File: src/rtl/tm1638_pkg.sv
// Shared definitions for the TM1638 display path: segment codes, limits and formatter FSM states.
// The tm1638 driver imports this package as well.
package tm1638_pkg;

  localparam logic [7:0]  SEG_BLANK   = 8'h00;
  localparam logic [7:0]  SEG_DASH    = 8'h40;
  localparam logic [26:0] DEC_MAX     = 27'd99_999_999;
  localparam logic [2:0]  FIRST_DIGIT = 3'd0;
  localparam logic [2:0]  LAST_DIGIT  = 3'd7;

  typedef enum logic [1:0] {
    ST_IDLE = 2'd0,
    ST_CONV = 2'd1,
    ST_ENC  = 2'd2,
    ST_UPD  = 2'd3
  } fmt_state_e;

  // Nibble to segment code; bit0..6 = a..g, bit7 (dp) always clear here.
  function automatic logic [7:0] seg7_code(input logic [3:0] nib);
    logic [7:0] code;
    case (nib)
      4'h0:    code = 8'h3F;
      4'h1:    code = 8'h06;
      4'h2:    code = 8'h5B;
      4'h3:    code = 8'h4F;
      4'h4:    code = 8'h66;
      4'h5:    code = 8'h6D;
      4'h6:    code = 8'h7D;
      4'h7:    code = 8'h07;
      4'h8:    code = 8'h7F;
      4'h9:    code = 8'h6F;
      4'hA:    code = 8'h77;
      4'hB:    code = 8'h7C;
      4'hC:    code = 8'h39;
      4'hD:    code = 8'h5E;
      4'hE:    code = 8'h79;
      4'hF:    code = 8'h71;
      default: code = 8'h00;
    endcase
    return code;
  endfunction

endpackage

File: src/rtl/tm1638_display_fmt_bin2bcd_seq.sv
// Sequential double-dabble: one add-3/shift step per clock, VAL_W steps after the start edge.
module bin2bcd_seq #(
  parameter int VAL_W = 27
) (
  input  logic             clk,
  input  logic             rst_n,
  input  logic             start_i,
  input  logic [VAL_W-1:0] value_i,
  output logic             busy_o,
  output logic             done_o,
  output logic [31:0]      bcd_o
);

  localparam int CNT_W = $clog2(VAL_W + 1);
  localparam logic [CNT_W-1:0] LAST_STEP = CNT_W'(VAL_W - 1);

  logic [VAL_W+31:0] shift_q;
  logic [VAL_W+31:0] adj_s;
  logic [CNT_W-1:0]  cnt_q;
  logic              busy_q;

  // Add 3 to every BCD nibble >= 5 ahead of the shift; 4-bit add, carry dropped.
  always_comb begin
    adj_s = shift_q;
    for (int k = 0; k < 8; k++) begin
      if (shift_q[VAL_W+4*k +: 4] >= 4'd5) begin
        adj_s[VAL_W+4*k +: 4] = shift_q[VAL_W+4*k +: 4] + 4'd3;
      end else begin
        adj_s[VAL_W+4*k +: 4] = shift_q[VAL_W+4*k +: 4];
      end
    end
  end

  // Load on start, then shift {bcd, bin} left once per cycle until the last step.
  always_ff @(posedge clk or negedge rst_n) begin
    if (!rst_n) begin
      shift_q <= '0;
      cnt_q   <= '0;
      busy_q  <= 1'b0;
    end else if (start_i && !busy_q) begin
      shift_q <= {32'd0, value_i};
      cnt_q   <= '0;
      busy_q  <= 1'b1;
    end else if (busy_q) begin
      shift_q <= {adj_s[VAL_W+30:0], 1'b0};
      cnt_q   <= cnt_q + CNT_W'(1);
      if (cnt_q == LAST_STEP) begin
        busy_q <= 1'b0;
      end else begin
        busy_q <= 1'b1;
      end
    end else begin
      shift_q <= shift_q;
    end
  end

  // done marks the cycle whose closing edge performs the final shift, so the
  // sequencer can leave CONV on that same edge with bcd_o valid right after it.
  assign done_o = busy_q && (cnt_q == LAST_STEP);
  assign busy_o = busy_q;
  assign bcd_o  = shift_q[VAL_W +: 32];

endmodule

File: src/rtl/tm1638_display_fmt.sv
// Formats a binary value into eight 7-seg codes for the tm1638 driver; seg updates on a single edge.
module tm1638_display_fmt
  import tm1638_pkg::*;
#(
  parameter int VAL_W     = 27,
  parameter bit DEF_BLANK = 1'b1
) (
  input  logic             clk,
  input  logic             rst_n,
  input  logic             start_i,
  input  logic [VAL_W-1:0] value_i,
  input  logic             hex_mode_i,
  input  logic             blank_lz_i,
  input  logic [7:0]       dp_mask_i,
  output logic             busy_o,
  output logic             done_o,
  output logic             overflow_o,
  output logic [63:0]      seg_o
);

  fmt_state_e  state_q, state_d;
  logic        busy_q, done_q, ovf_q, hex_q, lz_q;
  logic [7:0]  dp_q;
  logic [2:0]  idx_q;
  logic [31:0] nib_q;
  logic [63:0] shadow_q, seg_q;

  logic        ovf_in_s, eng_start_s, eng_busy_s, eng_done_s;
  logic [31:0] bcd_s, src_s;
  logic [3:0]  enc_nib_s;
  logic [7:0]  raw_code_s, enc_code_s;

  assign ovf_in_s    = !hex_mode_i && (32'(value_i) > 32'(DEC_MAX));
  assign eng_start_s = (state_q == ST_IDLE) && start_i && !hex_mode_i && !ovf_in_s;

  bin2bcd_seq #(.VAL_W(VAL_W)) u_bin2bcd (
    .clk     (clk),
    .rst_n   (rst_n),
    .start_i (eng_start_s),
    .value_i (value_i),
    .busy_o  (eng_busy_s),
    .done_o  (eng_done_s),
    .bcd_o   (bcd_s)
  );

  // Digit encoder: picks digit idx_q (digit 0 = most significant nibble) and applies blanking/dash/dp.
  always_comb begin
    if (hex_q) begin
      src_s = nib_q;
    end else begin
      src_s = bcd_s;
    end
    enc_nib_s = src_s[{~idx_q, 2'b00} +: 4];
    if (ovf_q) begin
      raw_code_s = SEG_DASH;
    end else if (lz_q && (enc_nib_s == 4'd0) && (idx_q != LAST_DIGIT)) begin
      raw_code_s = SEG_BLANK;
    end else begin
      raw_code_s = seg7_code(enc_nib_s);
    end
    enc_code_s = raw_code_s | {dp_q[idx_q], 7'b0000000};
  end

  // Next-state logic.
  always_comb begin
    state_d = state_q;
    case (state_q)
      ST_IDLE: begin
        if (start_i && (hex_mode_i || ovf_in_s)) begin
          state_d = ST_ENC;
        end else if (start_i) begin
          state_d = ST_CONV;
        end else begin
          state_d = ST_IDLE;
        end
      end
      ST_CONV: begin
        if (eng_done_s || !eng_busy_s) begin
          state_d = ST_ENC;
        end else begin
          state_d = ST_CONV;
        end
      end
      ST_ENC: begin
        if (idx_q == LAST_DIGIT) begin
          state_d = ST_UPD;
        end else begin
          state_d = ST_ENC;
        end
      end
      ST_UPD:  state_d = ST_IDLE;
      default: state_d = ST_IDLE;
    endcase
  end

  // State register.
  always_ff @(posedge clk or negedge rst_n) begin
    if (!rst_n) begin
      state_q <= ST_IDLE;
    end else begin
      state_q <= state_d;
    end
  end

  // Input latching on the accepted start, shadow build in ENC, single-edge seg publish in UPD.
  always_ff @(posedge clk or negedge rst_n) begin
    if (!rst_n) begin
      busy_q   <= 1'b0;
      done_q   <= 1'b0;
      ovf_q    <= 1'b0;
      hex_q    <= 1'b0;
      lz_q     <= DEF_BLANK;
      dp_q     <= 8'h00;
      idx_q    <= FIRST_DIGIT;
      nib_q    <= 32'd0;
      shadow_q <= 64'd0;
      seg_q    <= 64'd0;
    end else begin
      done_q <= (state_q == ST_UPD);
      case (state_q)
        ST_IDLE: begin
          if (start_i) begin
            busy_q <= 1'b1;
            ovf_q  <= ovf_in_s;
            hex_q  <= hex_mode_i;
            lz_q   <= blank_lz_i;
            dp_q   <= dp_mask_i;
            idx_q  <= FIRST_DIGIT;
            nib_q  <= 32'(value_i);
          end else begin
            busy_q <= 1'b0;
          end
        end
        ST_CONV: begin
          busy_q <= 1'b1;
        end
        ST_ENC: begin
          shadow_q[{idx_q, 3'b000} +: 8] <= enc_code_s;
          idx_q <= idx_q + 3'd1;
          if (enc_nib_s != 4'd0) begin
            lz_q <= 1'b0;
          end else begin
            lz_q <= lz_q;
          end
        end
        ST_UPD: begin
          seg_q  <= shadow_q;
          busy_q <= 1'b0;
        end
        default: begin
          busy_q <= 1'b0;
        end
      endcase
    end
  end

  assign busy_o     = busy_q;
  assign done_o     = done_q;
  assign overflow_o = ovf_q;
  assign seg_o      = seg_q;

endmodule
File: config.mk
export PLATFORM = sky130hd
export DESIGN_NAME = tm1638_display_fmt
export DESIGN_NICKNAME = d
export VERILOG_FILES = /design/src/rtl/tm1638_pkg.sv /design/src/rtl/tm1638_display_fmt_bin2bcd_seq.sv /design/src/rtl/tm1638_display_fmt.sv
export SDC_FILE = /design/constraint.sdc
export NUM_CORES = 1
export LEC_CHECK = 0
export CORE_ASPECT_RATIO = 0.6
export CORE_MARGIN = 5
export CORE_UTILIZATION = 36
export DETAILED_ROUTE_END_ITERATION = 12
export MAX_ROUTING_LAYER = met4
export PLACE_DENSITY = 0.52
export SYNTH_ARGS = -nofsm -noshare
export SYNTH_HDL_FRONTEND = slang
export SYNTH_HIERARCHICAL = 1
export SYNTH_SLANG_ARGS = --single-unit
File: constraint.sdc
create_clock -name clk -period 10.25 [get_ports clk]
set_clock_uncertainty 0.2 [all_clocks]
set_input_delay 1.5375 -clock clk [delete_from_list [all_inputs] [get_ports clk]]
set_output_delay 1.5375 -clock clk [all_outputs]
set_load 0.05 [all_outputs]
Fig. 1: run 1, cells coloured by class
The bar under the picture is 50 um long. Fill, decap, tap and diode cells in grey.
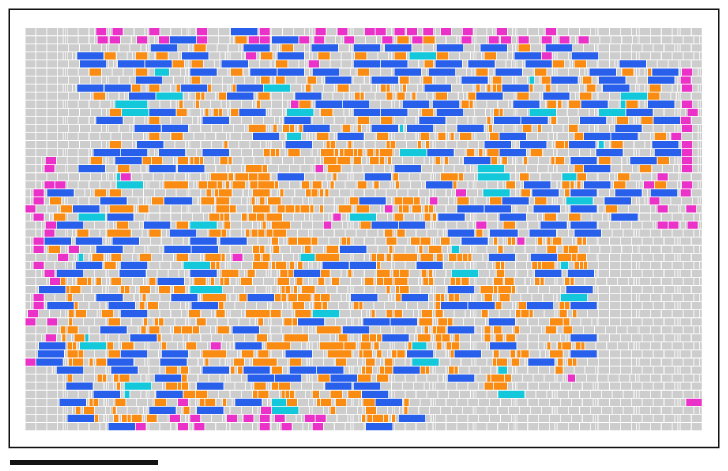
Key: flops = blue [cells 238, share of their area 46%]; other buffers and delay cells = magenta [cells 114, share of their area 8.6%]; clock drivers and dummy loads = cyan [cells 45, share of their area 6.6%]; combinational and other logic = orange [cells 651, share of their area 39%]
core box area: 0.0311 mm2
register share of the cell area: 0.439
row count: 50

Fig. 2: run 1, cell area per tile
24 x 15 tiles, from black (low) to pale yellow (high), 0 to 100% covered.
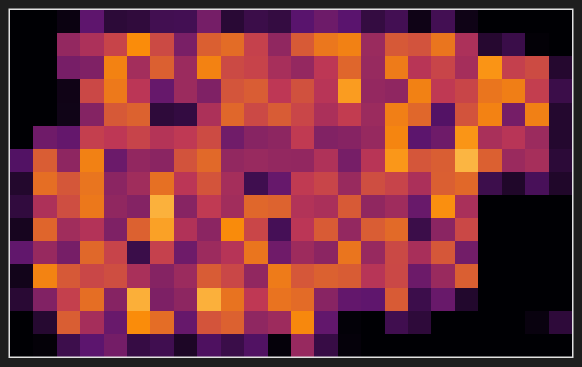
The emptiest ninth of the die: south-east. 16% of the tiles are nearly empty. 2.8% of the tiles are over 75% full.
fp_density: 0.364
Core Util, Final: 0.436

==> results.yml, run 1 <==
# physical design summary
finish:
  n_antenna_cell: 0
  final_cell_count_no_fill: 1464
  final_common_cell: "dfrtp_1"
  final_net_count: 1101
  area_delta_synth_final_pct: 19.8
outcome:
  outcome: "complete, no violations"
pwr:
  cellInternalPower_mw: 2.83
  total_power_mw: 5.05
  share_seq_of_total_power: 0.329
  p_sw_mw: 2.23
setup_path:
  start_kind: "input pin"
  cp-startpoint: "value_i[12]"
  critical_path_arrival_ns: 5.21
  worstPathRequired_ns: 10.46
  worstRegToRegCells: 12
floorplan:
  io_pins: 107
final_timing:
  min_period_over_period: 0.487
  tightest_slew_ns: 1.06
routing:
  drt_iter0_drc: 560
  drc: 0
  highest_layer: "met4"
  first_pass_iters: 7
yosys:
  common_cells: "dfrtp_1 (237), mux2_2 (111), nand2_1 (95), o21ai_0 (54), mux2i_1 (40)"
  yosysUniqueCellTypes: 73
  syn_avg_cell_area_um2: 12.1
  xor_share: 0.00850
  synth_area_mm2: 0.0113
placement:
  pre_cts_ws_ns: 4.69
  portBuffers: 106
run:
  warnings: 46
grt:
  grt_pass1_vias: 7647
  grt_max_degree: 106
clock_network:
  clockRootBuffer: "clkbuf_16"
  h-tree-depth: 1
  clkLatencyLatePin_ns: 0.53
hold_path:
  worstHoldStart: "shadow_q[0]"
  min_path_type: "reg2reg"
Fig. 3: run 1, routing congestion
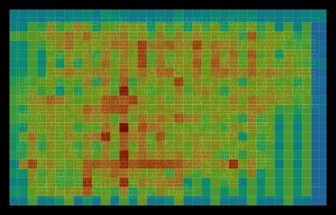
gr usage total: 0.171
grt met2 use: 0.217
M1 GR Usage: 0.280

Fig. 4: run 1, wiring by layer
The bar under the picture is 50 um long. Only two layers are drawn.
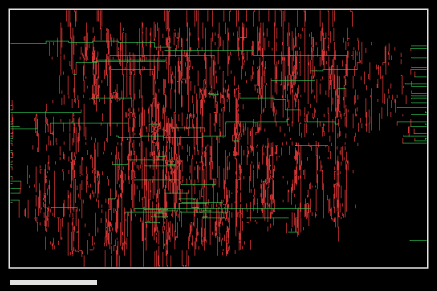
Key: metal 2 = red [wire length 11300 um]; metal 3 = green [wire length 1460 um]
final wirelength: 29200 um
vias: 7692
DR WL/cell: 19.9 um

[run 1: cell type report]
cell class / count / area (um2)
multi-input combinational: 622 / 5000
inverter: 29 / 109
fill: 2921 / 17500
sequential: 238 / 5960
timing repair buffer: 114 / 1130
tap: 416 / 520
clock buffer: 34 / 719
clock inverter: 11 / 139
[run 1: power by group through the flow]
| stage | Combinational (mW) | Sequential [mW] | Clock (mW) |
|---|---|---|---|
| 2_1_floorplan | 1.48 | 1.84 | 0 |
| 3_3_place_gp | 2.42 | 1.68 | 0 |
| 3_5_place_dp | 2.44 | 1.68 | 0 |
| 5_1_grt | 2.64 | 1.72 | 1.02 |
| 4_1_cts | 2.45 | 1.66 | 0.977 |
| 6_report | 2.44 | 1.66 | 0.950 |
==> run 1 -> run 2 <==
==> constraint.sdc (replaced) <==
create_clock -name clk -period 5 [get_ports clk]
set_clock_uncertainty 0.2 [all_clocks]
set_input_delay 0.75 -clock clk [delete_from_list [all_inputs] [get_ports clk]]
set_output_delay 0.75 -clock clk [all_outputs]
set_load 0.05 [all_outputs]
==> results.yml, run 2 <==
# physical design summary
run:
  max_cap_viol_count: 0
  warnings: 46
finish:
  area_delta_synth_final_pct: 19.9
  final_net_count: 1103
  n_antenna_cell: 0
  fin_area_mm2: 0.0136
  final_cell_count_no_fill: 1465
  final_common_cell: "dfrtp_1"
routing:
  drt_iter0_drc: 592
  first_pass_iters: 5
  drc: 0
setup_path:
  worst_setup_path_end_kind: "flip-flop"
  worstPathRequired_ns: 5.26
  cp-startpoint: "idx_q[0]"
  worstRegToRegCells: 11
  crit_path_frequent_cell: "o21ai_0"
  start_kind: "flip-flop"
  critical_path_arrival_ns: 4.55
floorplan:
  fp_util: 0.364
  io_pins: 107
  core-area_mm2: 0.0311
  std_cell_rows: 50
pwr:
  p_per_area_mw_per_mm2: 762
  pg_clk_mw: 1.93
  top_power_group: "combinational cells"
  cellInternalPower_mw: 5.78
  pg_seq_mw: 3.42
  p_sw_mw: 4.57
  comb-power_mw: 5.00
  share_seq_of_total_power: 0.330
final_timing:
  tightest_slew_ns: 1.11
  holdWs_ns: 0.0629
  min_period_over_period: 0.859
yosys:
  synth_area_mm2: 0.0113
  flop_cell: "dfrtp_1"
  common_cells: "dfrtp_1 (237), mux2_2 (111), nand2_1 (95), o21ai_0 (54), mux2i_1 (40)"
  yosysTopAreaCell: "dfrtp_1"
  yosysUniqueCellTypes: 73
  ys_cells: 940
placement:
  pre_cts_ws_ns: 0.789
  gp_congestion: 0.798
  portBuffers: 106
grt:
  overflow: 0
  grt_max_degree: 110
  grt_pass1_vias: 7574
clock_network:
  clockRootBuffer: "clkbuf_16"
  h-tree-depth: 1
outcome:
  outcome: "complete, no violations"
-- run 2: area by class of cell --
| class | instances | area (um2) |
|---|---|---|
| Timing Repair Buffer | 116 | 1150 |
| Clock inverter | 13 | 148 |
| Sequential cell | 238 | 5960 |
| Tap cell | 416 | 520 |
| Fill cell | 2912 | 17500 |
| Multi-Input combinational cell | 622 | 5000 |
| Inverter | 29 | 109 |
| Clock buffer | 31 | 698 |
-- run 2: per-layer routing --
layer	part of all wire	up-vias	routed length, um	global-route usage
met2	0.39	180	11600	0.218
li1	-	3597	-	-
met1	0.54	3878	15800	0.285
met4	0.013	0	373	0.0211
met5	0	-	0	-
met3	0.053	31	1550	0.0310
Fig. 5: run 2, wiring by layer
The bar under the picture is 50 um long. Only two layers are drawn.
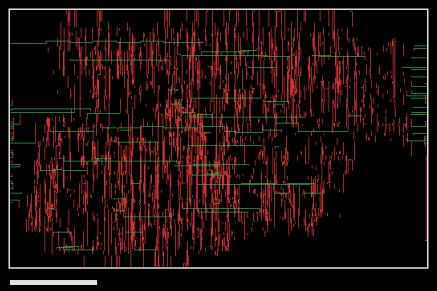
Key: metal 2 = red [wire length 11600 um]; metal 3 = green [wire length 1550 um]
gr usage total: 0.171
DR WL/cell: 20.0 um
final wirelength: 29300 um
vias: 7686

Fig. 6: run 2, cell area per tile
24 x 15 tiles, from black (low) to pale yellow (high), 0 to 100% covered.
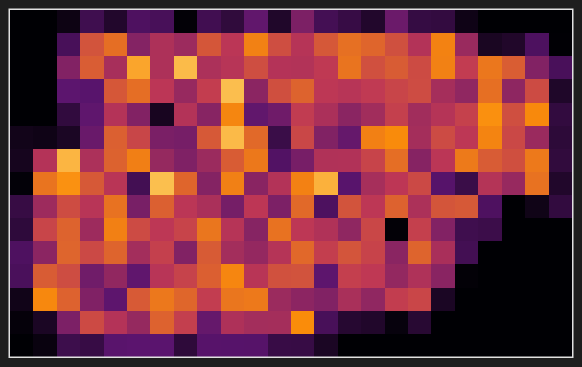
The mean over all tiles is 37%. 15% of the tiles are nearly empty. The emptiest ninth of the die: south-east. The fullest tile reaches 86%.
Core Util, Final: 0.437

==> run 2 -> run 3 <==
--- a/config.mk
+++ b/config.mk
@@ -9,6 +9,7 @@
 export CORE_MARGIN = 5
 export CORE_UTILIZATION = 36
 export DETAILED_ROUTE_END_ITERATION = 12
+export GPL_TIMING_DRIVEN = 0
 export MAX_ROUTING_LAYER = met4
 export PLACE_DENSITY = 0.52
 export SYNTH_ARGS = -nofsm -noshare
==> results.yml, run 3 <==
# physical design summary
outcome:
  outcome: "complete, no violations"
placement:
  gp_congestion: 0.859
  pre_cts_ws_ns: 0.331
pwr:
  p_per_area_mw_per_mm2: 764
  top_power_group: "combinational cells"
  p_sw_mw: 4.66
  total_power_mw: 10.6
  pg_clk_mw: 2.00
  cellInternalPower_mw: 5.92
  share_seq_of_total_power: 0.317
floorplan:
  io_pins: 107
  std_cell_rows: 50
  fp_util: 0.364
  core-area_mm2: 0.0311
setup_path:
  crit_path_frequent_cell: "buf_2"
  worstRegToRegCells: 13
  worstPathRequired_ns: 5.22
  start_kind: "flip-flop"
grt:
  grt.total_usage: 0.180
  grt_max_degree: 96
  grt_pass1_vias: 7911
  overflow: 0
finish:
  comb_share: 0.360
  clk_share: 0.0630
  clkbuf_count: 34
  final_cell_count_no_fill: 1510
  fin_area_mm2: 0.0139
  top_area_cell_class: "registers"
  n_antenna_cell: 0
  layout.nonclk_buf_frac: 0.102
  n_all_buffers: 160
  comb_cells: 622
  final_common_cell: "dfrtp_1"
routing:
  drc: 0
  first_pass_iters: 5
  vias: 7976
yosys:
  syn_avg_cell_area_um2: 12.1
  yosysUniqueCellTypes: 73
  yosysTopAreaCell: "dfrtp_1"
  common_cells: "dfrtp_1 (237), mux2_2 (111), nand2_1 (95), o21ai_0 (54), mux2i_1 (40)"
final_timing:
  min_period_over_period: 0.884
  tightest_slew_ns: 1.17
clock_network:
  h-tree-depth: 1
  clockRootBuffer: "clkbuf_16"
hold_path:
  worstHoldStart: "shadow_q[36]"
  min_path_type: "reg2reg"
run:
  warnings: 44
==> run 3: cells by family (layout without fill, tap and decap cells) <==
| logic type | Yosys count | count (layout) | share of synthesized area |
|---|---|---|---|
| multiplexers | 167 | 167 | 0.176 |
| AND-OR/OR-AND | 192 | 192 | 0.124 |
| buffers and inverters | 80 | 234 | 0.0340 |
| flip-flops | 238 | 238 | 0.526 |
| XOR/XNOR | 11 | 11 | 0.00850 |
| AND/OR/NAND/NOR | 221 | 221 | 0.0975 |
| adder cells (fa/ha/maj) | 31 | 31 | 0.0342 |
==> run 3: per-layer routing <==
layer,track usage,part of all wire,up-vias
met5,-,0,-
met4,0.0271,0.013,0
met3,0.0334,0.058,36
met2,0.221,0.37,202
met1,0.305,0.55,4047
li1,-,-,3691
Fig. 7: run 3, where the registers sit
The bar under the picture is 50 um long. Other sequential cells in the stronger grey, the rest of the logic in the fainter grey.
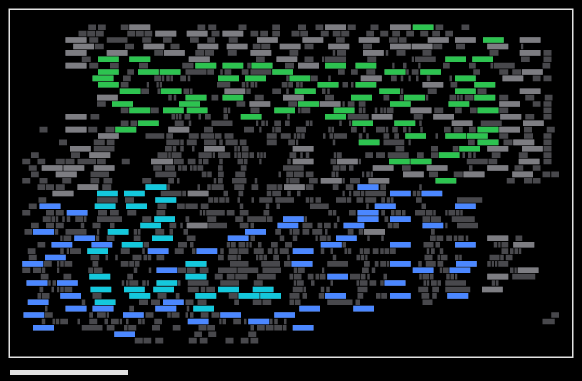
Key: nib_q = cyan [placed flops 27, where south-west]; u_bin2bcd/shift_q = blue [placed flops 59]; shadow_q = green [placed flops 64, where a band across the top]
sequential cell area: 0.00596 mm2
Core Util, Final: 0.446
P_seq: 3.36 mW

Fig. 8: run 3, cell area per tile
24 x 15 tiles, from black (low) to pale yellow (high), 0 to 100% covered.
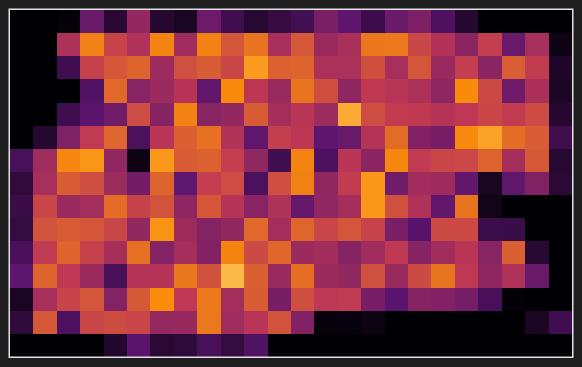
2.5% of the tiles are over 75% full. 14% of the tiles are nearly empty. The mean over all tiles is 38%. The emptiest ninth of the die: south-east. The fullest tile reaches 85%.

No activity file was given, so power comes from the tool's default toggle rates.
